Figure 1. Sequential cells colored by netlist name (run 1).
Scale: 2 px per um.
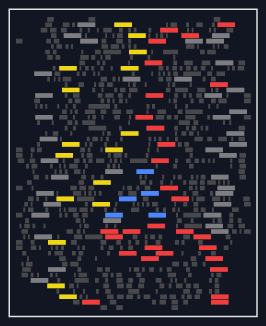
Figure 2. Metal 3 (run 1).
Scale: 2 px per um. Cells faint in the background.
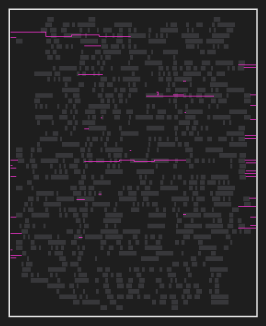
Figure 3. Placement by cell class (run 1).
Scale: 3 px per um.
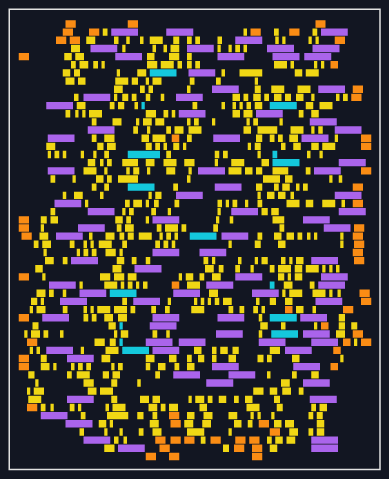
$ cat src/rtl/mha_pkg.sv
// Shared definitions for the fixed-point multiply/divide blocks (divider_16, multiplier_16).
package mha_pkg;

   // Default fractional width: Q2.13, so 16'h2000 represents 1.0
   localparam int FRAC_W_DEF = 13;

   // Symmetric saturation limits; 16'h8000 is never produced
   localparam logic [15:0] SAT_POS = 16'h7FFF;
   localparam logic [15:0] SAT_NEG = 16'h8001;

   // Divider controller states
   typedef enum logic [1:0] {
      IDLE = 2'd0,
      CALC = 2'd1,
      DONE = 2'd2
   } div_state_t;

   // One quotient bit per cycle over the 16 integer-aligned bits plus the fractional bits
   function automatic int iter_count(input int frac_w);
      return 16 + frac_w;
   endfunction

   // Iteration count at the default format (29)
   localparam int ITER_N_DEF = 16 + FRAC_W_DEF;

endpackage

$ cat src/rtl/divider_16.sv
// Signed Q-format divider: sequential restoring division of operand magnitudes,
// one quotient bit per clock, with symmetric saturation and a divide-by-zero flag.
module divider_16
   import mha_pkg::*;
#(
   parameter int FRAC_W = FRAC_W_DEF
) (
   input  logic        I_CLK,
   input  logic        I_RST,
   input  logic        I_VLD,
   input  logic [15:0] I_DIVIDEND,
   input  logic [15:0] I_DIVISOR,
   output logic        O_BUSY,
   output logic        O_VLD,
   output logic [15:0] O_QUOT,
   output logic        O_DZ
);

   localparam int N     = iter_count(FRAC_W);
   localparam int CNT_W = $clog2(N);
   localparam logic [CNT_W-1:0] LAST_CNT = CNT_W'(N - 1);
   localparam logic [N-1:0]     POS_LIM  = {{(N-16){1'b0}}, SAT_POS};

   div_state_t       state;
   div_state_t       next_state;
   logic             accept;
   logic             last_iter;

   logic [CNT_W-1:0] cnt;
   logic [N-1:0]     dq;
   logic [15:0]      rem;
   logic [15:0]      mag_b;
   logic             q_sign;
   logic             dz;

   logic [15:0]      mag_a_in;
   logic [15:0]      mag_b_in;
   logic [16:0]      trial;
   logic             q_bit;
   logic [15:0]      next_rem;
   logic [N-1:0]     q_final;
   logic [15:0]      result;

   // State register; reset forces IDLE which aborts any division in flight
   always_ff @(posedge I_CLK or posedge I_RST) begin
      if (I_RST) begin
         state <= IDLE;
      end else begin
         state <= next_state;
      end
   end

   // Next-state logic, acceptance strobe, last-iteration strobe and busy flag
   always_comb begin
      next_state = state;
      accept     = 1'b0;
      last_iter  = 1'b0;
      O_BUSY     = (state != IDLE);
      case (state)
         IDLE: begin
            if (I_VLD) begin
               next_state = CALC;
               accept     = 1'b1;
            end
         end
         CALC: begin
            if (cnt == LAST_CNT) begin
               next_state = DONE;
               last_iter  = 1'b1;
            end
         end
         DONE:    next_state = IDLE;
         default: next_state = IDLE;
      endcase
   end

   // Operand magnitudes on 16 bits (0x8000 stays 0x8000) and one restoring step
   always_comb begin
      mag_a_in = I_DIVIDEND[15] ? (~I_DIVIDEND) + 16'd1 : I_DIVIDEND;
      mag_b_in = I_DIVISOR[15]  ? (~I_DIVISOR)  + 16'd1 : I_DIVISOR;
      trial    = {rem, dq[N-1]};
      q_bit    = (trial >= {1'b0, mag_b});
      next_rem = q_bit ? (trial[15:0] - mag_b) : trial[15:0];
      q_final  = {dq[N-2:0], q_bit};
   end

   // Apply sign, saturation and the divide-by-zero override to the final quotient
   always_comb begin
      result = 16'h0000;
      if (dz) begin
         result = q_sign ? SAT_NEG : SAT_POS;
      end else if (q_final > POS_LIM) begin
         result = q_sign ? SAT_NEG : SAT_POS;
      end else if (q_sign) begin
         result = (~q_final[15:0]) + 16'd1;
      end else begin
         result = q_final[15:0];
      end
   end

   // Datapath: capture operands on accept, iterate in CALC, publish result on the last step
   always_ff @(posedge I_CLK or posedge I_RST) begin
      if (I_RST) begin
         cnt    <= '0;
         dq     <= '0;
         rem    <= '0;
         mag_b  <= '0;
         q_sign <= 1'b0;
         dz     <= 1'b0;
         O_VLD  <= 1'b0;
         O_QUOT <= 16'h0000;
         O_DZ   <= 1'b0;
      end else begin
         O_VLD <= last_iter;
         if (accept) begin
            cnt    <= '0;
            dq     <= {mag_a_in, {FRAC_W{1'b0}}};
            rem    <= '0;
            mag_b  <= mag_b_in;
            q_sign <= I_DIVIDEND[15] ^ I_DIVISOR[15];
            dz     <= (I_DIVISOR == 16'h0000);
         end else if (state == CALC) begin
            cnt <= cnt + CNT_W'(1);
            dq  <= q_final;
            rem <= next_rem;
            if (last_iter) begin
               O_QUOT <= result;
               O_DZ   <= dz;
            end
         end
      end
   end

endmodule

$ cat config.mk
export PLATFORM = sky130hd
export DESIGN_NAME = divider_16
export DESIGN_NICKNAME = d
export VERILOG_FILES = /design/src/rtl/mha_pkg.sv /design/src/rtl/divider_16.sv
export SDC_FILE = /design/constraint.sdc
export NUM_CORES = 1
export LEC_CHECK = 0
export CAP_MARGIN = 10
export CELL_PAD_IN_SITES_DETAIL_PLACEMENT = 1
export CELL_PAD_IN_SITES_GLOBAL_PLACEMENT = 2
export CORE_ASPECT_RATIO = 1.25
export CORE_MARGIN = 2
export CORE_UTILIZATION = 32
export CTS_BUF_LIST = sky130_fd_sc_hd__clkbuf_16
export CTS_CLUSTER_SIZE = 16
export DETAILED_ROUTE_END_ITERATION = 6
export PLACE_DENSITY_LB_ADDON = 0.1
export REMOVE_ABC_BUFFERS = 1
export SLEW_MARGIN = 20
export SYNTH_ARGS = -nofsm -noshare
export SYNTH_HDL_FRONTEND = slang
export SYNTH_SLANG_ARGS = --single-unit
$ cat constraint.sdc
create_clock -name I_CLK -period 6.45 [get_ports I_CLK]
set_clock_uncertainty 0.05 [all_clocks]
set_input_delay 0.9675 -clock I_CLK [delete_from_list [all_inputs] [get_ports I_CLK]]
set_output_delay 0.9675 -clock I_CLK [all_outputs]
set_load 0.02 [all_outputs]
==> notes.md, run 1 <==
Numbers from the implementation run.

The flow ran to the end, and the final reports show no timing, DRC or antenna violations. The net switching power of the design is between 1500 and 2000 uW. The delay of the slowest cell on the worst path is 400 ps. The number of buffers and inverters on the critical path is 2. Summed over all sequential cells, the power is 1110 uW. Data on the critical path arrives at its endpoint at about 3800 ps. According to the Yosys statistics, the synthesized design has a chip area of 5680 um2. 54 I/O pins were placed. The flow reports that sequential cells draw 30.0% of the design power. The netlist uses around 67 different library cells.

The power of the clock network is between 500 and 600 uW. For reference, the final report shows the max-slew violation count at 0. The combinational power is between 2000 and 2500 uW. The wire length of the first global-routing pass is 26.2 mm.

The power density over the cells is roughly 560 nW/um2. The hold path endpoint is O_QUOT[0]. Setup repair after global routing left no endpoint under its margin. The post-synthesis cell type with the largest combined area is sky130_fd_sc_hd__dfrtp_1. The required time at the worst endpoint is listed as ~6700 ps. In the hold timing report, the worst path depth is 2. The synthesis-to-finish area growth is 17.1%.

The cell sequence reported for the critical path is ha_1 -> a21oi_1 -> o21ai_0 -> a221oi_2 -> a21boi_4 -> inv_1 -> ha_1 -> inv_1 -> or3_1 -> or3_1 -> nand2_1 -> a21boi_0 -> o31ai_2. The portion of the clock cycle consumed by the worst path in the final layout is 54.8%. The pre-antenna-repair detailed-routing pass consisted of 4 iterations.

The most used flip-flop cell after synthesis is sky130_fd_sc_hd__dfrtp_1. After detailed routing, the number of vias per cell comes to ~5.3. After synthesis, the most frequently instantiated cells are sky130_fd_sc_hd__nand2_1 (98), sky130_fd_sc_hd__dfrtp_1 (88), sky130_fd_sc_hd__o21ai_0 (66). The main area contributors are sky130_fd_sc_hd__dfrtp_1 (39%), sky130_fd_sc_hd__nand2_1 (6.5%), sky130_fd_sc_hd__o21ai_0 (5.8%). The total overflow left after global routing is 0.

The overall die size recorded for this design is 18,800 um2. The total of flip-flops plus latches after synthesis is 88. Per report_power, the clock group accounts for 13.9% of the total.

The final number of hold-violating endpoints is 0. The antenna diode count is 0. The area of the core region is 17,400 um2. The largest power group is combinational logic.

The count of tool warnings is 27. The number of cells on the worst reg-to-reg path is 13. According to the finish report, the design has a final net count of 736. The floorplan die width is 123 um. In this run, post-CTS repair resized a total of 0 instances. STA classifies the critical path endpoint as a flip-flop. The synthesis report lists the Yosys warning total as 0. The worst hold path begins at O_QUOT[0].

Per the final layout report, the fraction of cells sized above drive strength 1 comes to 7.48%. The total number of H-tree levels is 3. Per the synth stats, the proportion of register bits with asynchronous set or reset is 100%. Per the post-CTS timing run, clock transition at the registers of the reported paths is ~70 ps. The path class of the tightest hold or removal check is reg2reg. The cell-internal power is roughly 2000 uW. The initial antenna violation count came to 0. The combinational share of power is 56.1%. The number of global-route vias before repair is 5,043.

The minimum clock period after layout is 3530 ps. The HPWL reported at the end of detailed placement is 11.1 mm. The number of DRC violations after detailed routing is 0. STA lists the endpoint of the worst register-to-register path as O_QUOT[6]. In this run the mean area of a mapped cell was 8.81 um2. The synthesized design contains 0 enable-type register cells. The setup-violating endpoint count in the final report is 0.

For this run, the register share of the synthesized area comes to 38.8%. The setup check on the worst reg-to-reg path leaves a slack of about 3000 ps. The script logs the mean routed wire length per placed instance as 17.1 um. The count of buffers added on input and output ports is 53. The y dimension of the die is roughly 150 um.

The cell with the biggest individual delay on the critical path is sky130_fd_sc_hd__ha_1. Entering global routing, the biggest net connects approximately 74 pins. Of the total power, the share spent switching nets is 45.8%. The critical path startpoint category is a flip-flop. The synthesized netlist handed to floorplanning was reported with a cell count of 644. The number of buffers added by the clock tree synthesis step is 9.

The timing report lists the critical path depth as 13 cells. The highest clock rate this design can be run at is 283 MHz. The hold buffer count at cts is 0. The maximum root-to-sink buffer count is 2. TritonCTS built the clock tree. The post-route setup TNS is 0 ps. The most common cell in the synthesized netlist is sky130_fd_sc_hd__nand2_1. Looking at the VDD voltage map, the peak drop is 0.160 mV.

Leaving out fill and tap cells, the most frequent cell in the layout is sky130_fd_sc_hd__nand2_1.
About Figure 1:
[rem] yellow | sequential cells: 16
[dq] red | sequential cells: 29
[cnt] blue | sequential cells: 5
not colored: 38

About Figure 2:
nets with wire on the layer: 34
share of all routed wire: 1.9%
main direction: horizontal
wire length on this layer: 299 um
routed via count: 4,776
Total Routed Length: 15.5 mm
met3 usage: 1.90%

About Figure 3:
[clock drivers and dummy loads] cyan | cells: 15
[remaining logic cells] yellow | cells: 518
[remaining buffers and delay cells] orange | cells: 61
[registers] purple | cells: 88
row count: 54
cell area after layout: 6650 um2

run 1: layout make-up:
type | count | area (um2)
Fill cell | 2051 | 10800
Multi-Input combinational cell | 483 | 3160
Sequential cell | 88 | 2200
Timing Repair Buffer | 61 | 591
Tap cell | 224 | 280
Clock buffer | 9 | 225
Inverter | 35 | 133
Clock inverter | 6 | 51.3
run 1: flip-flops by register name (all words and copies together) (netlist names):
signal and count:
O_DZ 1, dq 29, q_sign 1, state 2, rem 16, O_VLD 1
O_QUOT 16, dz 1, mag_b 16, cnt 5
run 1: cell families (layout without fill, tap and decap cells):
kind of cell / Yosys count / after routing / synth area share, %
muxes: 12 / 12 / 2.12
buffers and inverters: 73 / 111 / 5.56
xor gates and xnor gates: 41 / 41 / 6.33
DFF: 88 / 88 / 38.8
AOI/OAI and AO/OA: 203 / 203 / 24.6
and+or+nand+nor: 204 / 204 / 17.4
adders and majority gates: 23 / 23 / 5.20
run 1: metal layers:
metal	up-vias	track usage [%]	share of wire, %
met5	-	0	0
met4	0	5.95	1.7
met3	14	1.90	1.9
met2	48	30.1	50
met1	2366	22.7	46
li1	2348	-	-
run 1: metrics by stage:
step / hold WS [ps] / instances / cell area, um2 / power (uW) / setup WS [ps]
2_1_floorplan: 400 / 606 / 5490 / 2550 / 2820
6_report: 424 / 906 / 6650 / 3700 / 2920
4_1_cts: 432 / 906 / 6650 / 3750 / 2890
3_5_place_dp: 418 / 891 / 6370 / 3210 / 2890
3_3_place_gp: 403 / 891 / 6370 / 3150 / 2980
5_1_grt: 455 / 906 / 6650 / 4050 / 2670
run 1: tightest hold or removal path, stage by stage, from the launching register on:
cell and delay [ps]:
sky130_fd_sc_hd__dfrtp_1 340, sky130_fd_sc_hd__nand2_1 50, sky130_fd_sc_hd__nand2_1 50
--- run 2 (diff from run 1) ---
==> constraint.sdc (replaced) <==
create_clock -name I_CLK -period 3.1 [get_ports I_CLK]
set_clock_uncertainty 0.05 [all_clocks]
set_input_delay 0.465 -clock I_CLK [delete_from_list [all_inputs] [get_ports I_CLK]]
set_output_delay 0.465 -clock I_CLK [all_outputs]
set_load 0.02 [all_outputs]
==> notes.md, run 2 <==
Numbers from the implementation run.

The fraction of registers with async set or reset after synthesis is 100% (unchanged). The HPWL reported at the end of detailed placement came to 11.5 mm (was 11.1 mm). The reg2reg setup slack is 50 ps (was 2920 ps). The number of instances in the synthesized netlist is 644 (unchanged).

The distinct cell type count of the synthesized netlist was 67 (unchanged). The endpoint of the worst-slack reg-to-reg timing path is O_QUOT[14] (was O_QUOT[6]). The most common cell in the synthesized netlist is sky130_fd_sc_hd__nand2_1 (unchanged). The number of DRC violations after detailed routing is 0 (unchanged). The sequential-to-total area share from yosys stat was 38.8% (unchanged). The number of flip-flops in the largest register is 29 (unchanged). The maximum number of pins on one net before global-route repair came to 79 (was 74). Cell chain of the critical path: ha_4 -> a211oi_2 -> o21bai_1 -> a221oi_2 -> a21boi_4 -> inv_2 -> ha_2 -> inv_2 -> nor3b_4 -> nand3b_2 -> or3_4 -> a211oi_2 -> o31ai_1 (was ha_1 -> a21oi_1 -> o21ai_0 -> a221oi_2 -> a21boi_4 -> inv_1 -> ha_1 -> inv_1 -> or3_1 -> or3_1 -> nand2_1 -> a21boi_0 -> o31ai_2).

The cell depth of the worst flop-to-flop path came to 13 (unchanged). The delay of the slowest cell on the worst path is 420 ps (was 400 ps). The most common library cell in the layout ignoring fill and taps is sky130_fd_sc_hd__nand2_1 (unchanged). The synthesis-to-finish area growth is 27.1% (was 17.1%). The number of buffers added by the clock tree synthesis step came to 9 (unchanged).

The count of pins on the block boundary is 54 (unchanged). The cell with the biggest individual delay on the critical path is sky130_fd_sc_hd__dfrtp_1 (was sky130_fd_sc_hd__ha_1). The CTS tree was done (unchanged). The hold buffer count at cts is 0 (unchanged). The minimum clock period after layout is 3050 ps (was 3530 ps). The vias per cell is 5.22 (was 5.27). The max-cap violation count is 0 (unchanged). The average size of a mapped cell is 8.81 um2 (unchanged). The power density over the cells is 1200 nW/um2 (was 556 nW/um2). Commonest non-fill, non-tap cells in the layout: sky130_fd_sc_hd__nand2_1 (97), sky130_fd_sc_hd__dfrtp_1 (88), sky130_fd_sc_hd__o21ai_0 (63), sky130_fd_sc_hd__clkdlybuf4s50_1 (53), sky130_fd_sc_hd__buf_4 (47) (was sky130_fd_sc_hd__nand2_1 (97), sky130_fd_sc_hd__dfrtp_1 (88), sky130_fd_sc_hd__o21ai_0 (66), sky130_fd_sc_hd__clkdlybuf4s50_1 (53), sky130_fd_sc_hd__inv_1 (34)). The worst ir drop on vdd is 0.402 mV (was 0.160 mV). The warning count from the yosys run is 0 (unchanged).

The number of flops mapped to enable cells by yosys is 0 (unchanged). The final global-route overflow total was 0 (unchanged). The total vias in the final route came to 4,972 (was 4,776). The total instance count after detailed placement is 930 (was 891).

The number of detailed-routing iterations run before antenna repair is 4 (unchanged). The number of buffers and inverters on the critical path came to 2 (unchanged). The static leakage came to 0.00308 uW (was 0.00282 uW). The worst-case hold slack came to 308 ps (was 424 ps). The register cell area after layout is 2200 um2 (unchanged). Status: finished, final reports clean (unchanged).

The floorplan die width came to 123 um (unchanged). The antenna diode count is 0 (unchanged). The multi-input combinational cell area is 3310 um2 (was 3160 um2).

The fmax is 328 MHz (was 283 MHz). The critical path startpoint category was a flip-flop (unchanged). The y dimension of the die is 153 um (unchanged). Most frequent cells after synthesis: sky130_fd_sc_hd__nand2_1 (98), sky130_fd_sc_hd__dfrtp_1 (88), sky130_fd_sc_hd__o21ai_0 (66) (unchanged). The chip area from the yosys synthesis statistics is 5680 um2 (unchanged).

The maximum root-to-sink buffer count is 2 (unchanged). The number of global-route vias before repair is 5,332 (was 5,043). The signal arrival time at the worst endpoint came to 3230 ps (was 3750 ps). The overall power after layout is 8640 uW (was 3700 uW).

The pre-CTS setup slack came to -110 ps (was 2890 ps). The die outline area came to 18,800 um2 (unchanged). The number of nets in the final layout was 782 (was 736).

The initial antenna violation count is 0 (unchanged). The area of the core region came to 17,400 um2 (unchanged). The setup-violating endpoint count in the final report came to 0 (unchanged).

The most used flip-flop cell after synthesis was sky130_fd_sc_hd__dfrtp_1 (unchanged). The count of tool warnings is 28 (was 27). The placed cell area was 6690 um2 (was 6370 um2). The per-cell routed wire length is 16.9 um (was 17.1 um). The number of I/O port buffers is 53 (unchanged). The final number of hold-violating endpoints is 0 (unchanged).

The clock-pin slew on the worst setup and hold paths came to 70 ps (about the same). The worst path required time is 3280 ps (was 6670 ps). The cell area after layout was 7210 um2 (was 6650 um2). The post-route setup TNS is 0 ps (unchanged). The portion of the clock cycle consumed by the worst path in the final layout is 98.3% (was 54.8%). The total number of H-tree levels is 3 (unchanged). The total of fill cells in the finished design is 2,059 (was 2,051). The total of flip-flops plus latches after synthesis is 88 (unchanged). The final-report max-slew violation count is 0 (unchanged). The class of the tightest hold or removal check is in2async (was reg2reg).

The largest register by flop count is dq (unchanged). The placement row count is 54 (unchanged).
run 2: worst max-delay path by stage:
stage	from	end	slack (ps)	depth (start not counted)
after floorplan	state[1]	O_QUOT[1]	-530	5
after global placement	rem[9]	O_QUOT[6]	-50	13
after detailed placement	rem[9]	O_QUOT[14]	-110	14
after CTS	rem[7]	O_QUOT[14]	4	14
after global routing	mag_b[10]	O_QUOT[14]	-120	15
final	rem[9]	O_QUOT[14]	50	13
run 2: cell families (layout without fill, tap and decap cells):
| logic type | Yosys count | after routing | synth area share [%] |
|---|---|---|---|
| buf+inv | 73 | 156 | 5.56 |
| simple gates | 204 | 204 | 17.4 |
| compound gates | 203 | 205 | 24.6 |
| flops | 88 | 88 | 38.8 |
| xor+xnor | 41 | 41 | 6.33 |
| mux | 12 | 12 | 2.12 |
| fa+ha+maj | 23 | 23 | 5.20 |
run 2: layer usage:
metal,global-route usage (%),up-vias,share of wire [%]
li1,-,2444,-
met1,21.6,2469,42
met2,32.8,47,54
met3,2.01,12,2.0
met4,5.52,0,1.4
met5,0,-,0
run 2: layout make-up:
class                           instances  share of cell area [%]
Clock buffer                            9                    3.12
Clock inverter                          7                    1.53
Inverter                               35                    1.84
Multi-Input combinational cell        485                    45.8
Sequential cell                        88                    30.5
Tap cell                              224                    3.88
Timing Repair Buffer                  105                    13.3
run 2: what timing repair did:
action | in CTS | in global routing
setup endpoints to repair | 15 | 15
pin swaps | 7 | 7
setup buffers | 2 | 3
gates resized | 10 | 18
hold endpoints to repair | 0 | 0
gates cloned | 0 | 2
run 2: power breakdown:
group	internal [uW]	switching [uW]
Clock	782	494
Combinational	2400	2650
Sequential	1720	590
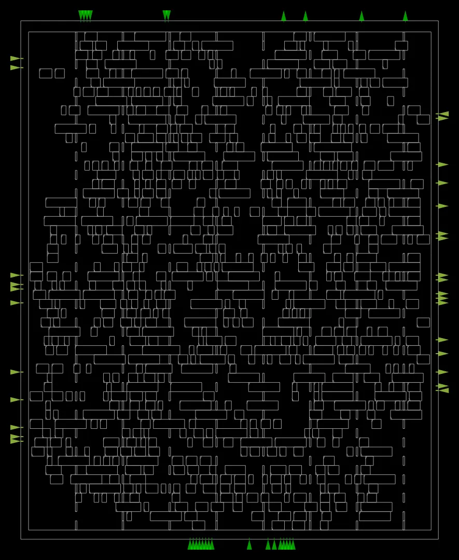
Figure 4: run 2, cell outlines without signal wires.
Final Instance Count excl. Fillers: 953
final standard cell utilization of the core: 41.4%

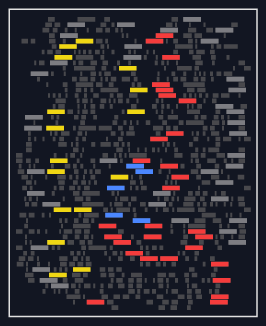
Figure 5: run 2, sequential cells colored by netlist name.
Scale: 2 px per um.
[rem] yellow | sequential cells: 16
[dq] red | sequential cells: 29
[cnt] blue | sequential cells: 5 | where: center
not colored: 38

Power and IR drop assume default switching activity.
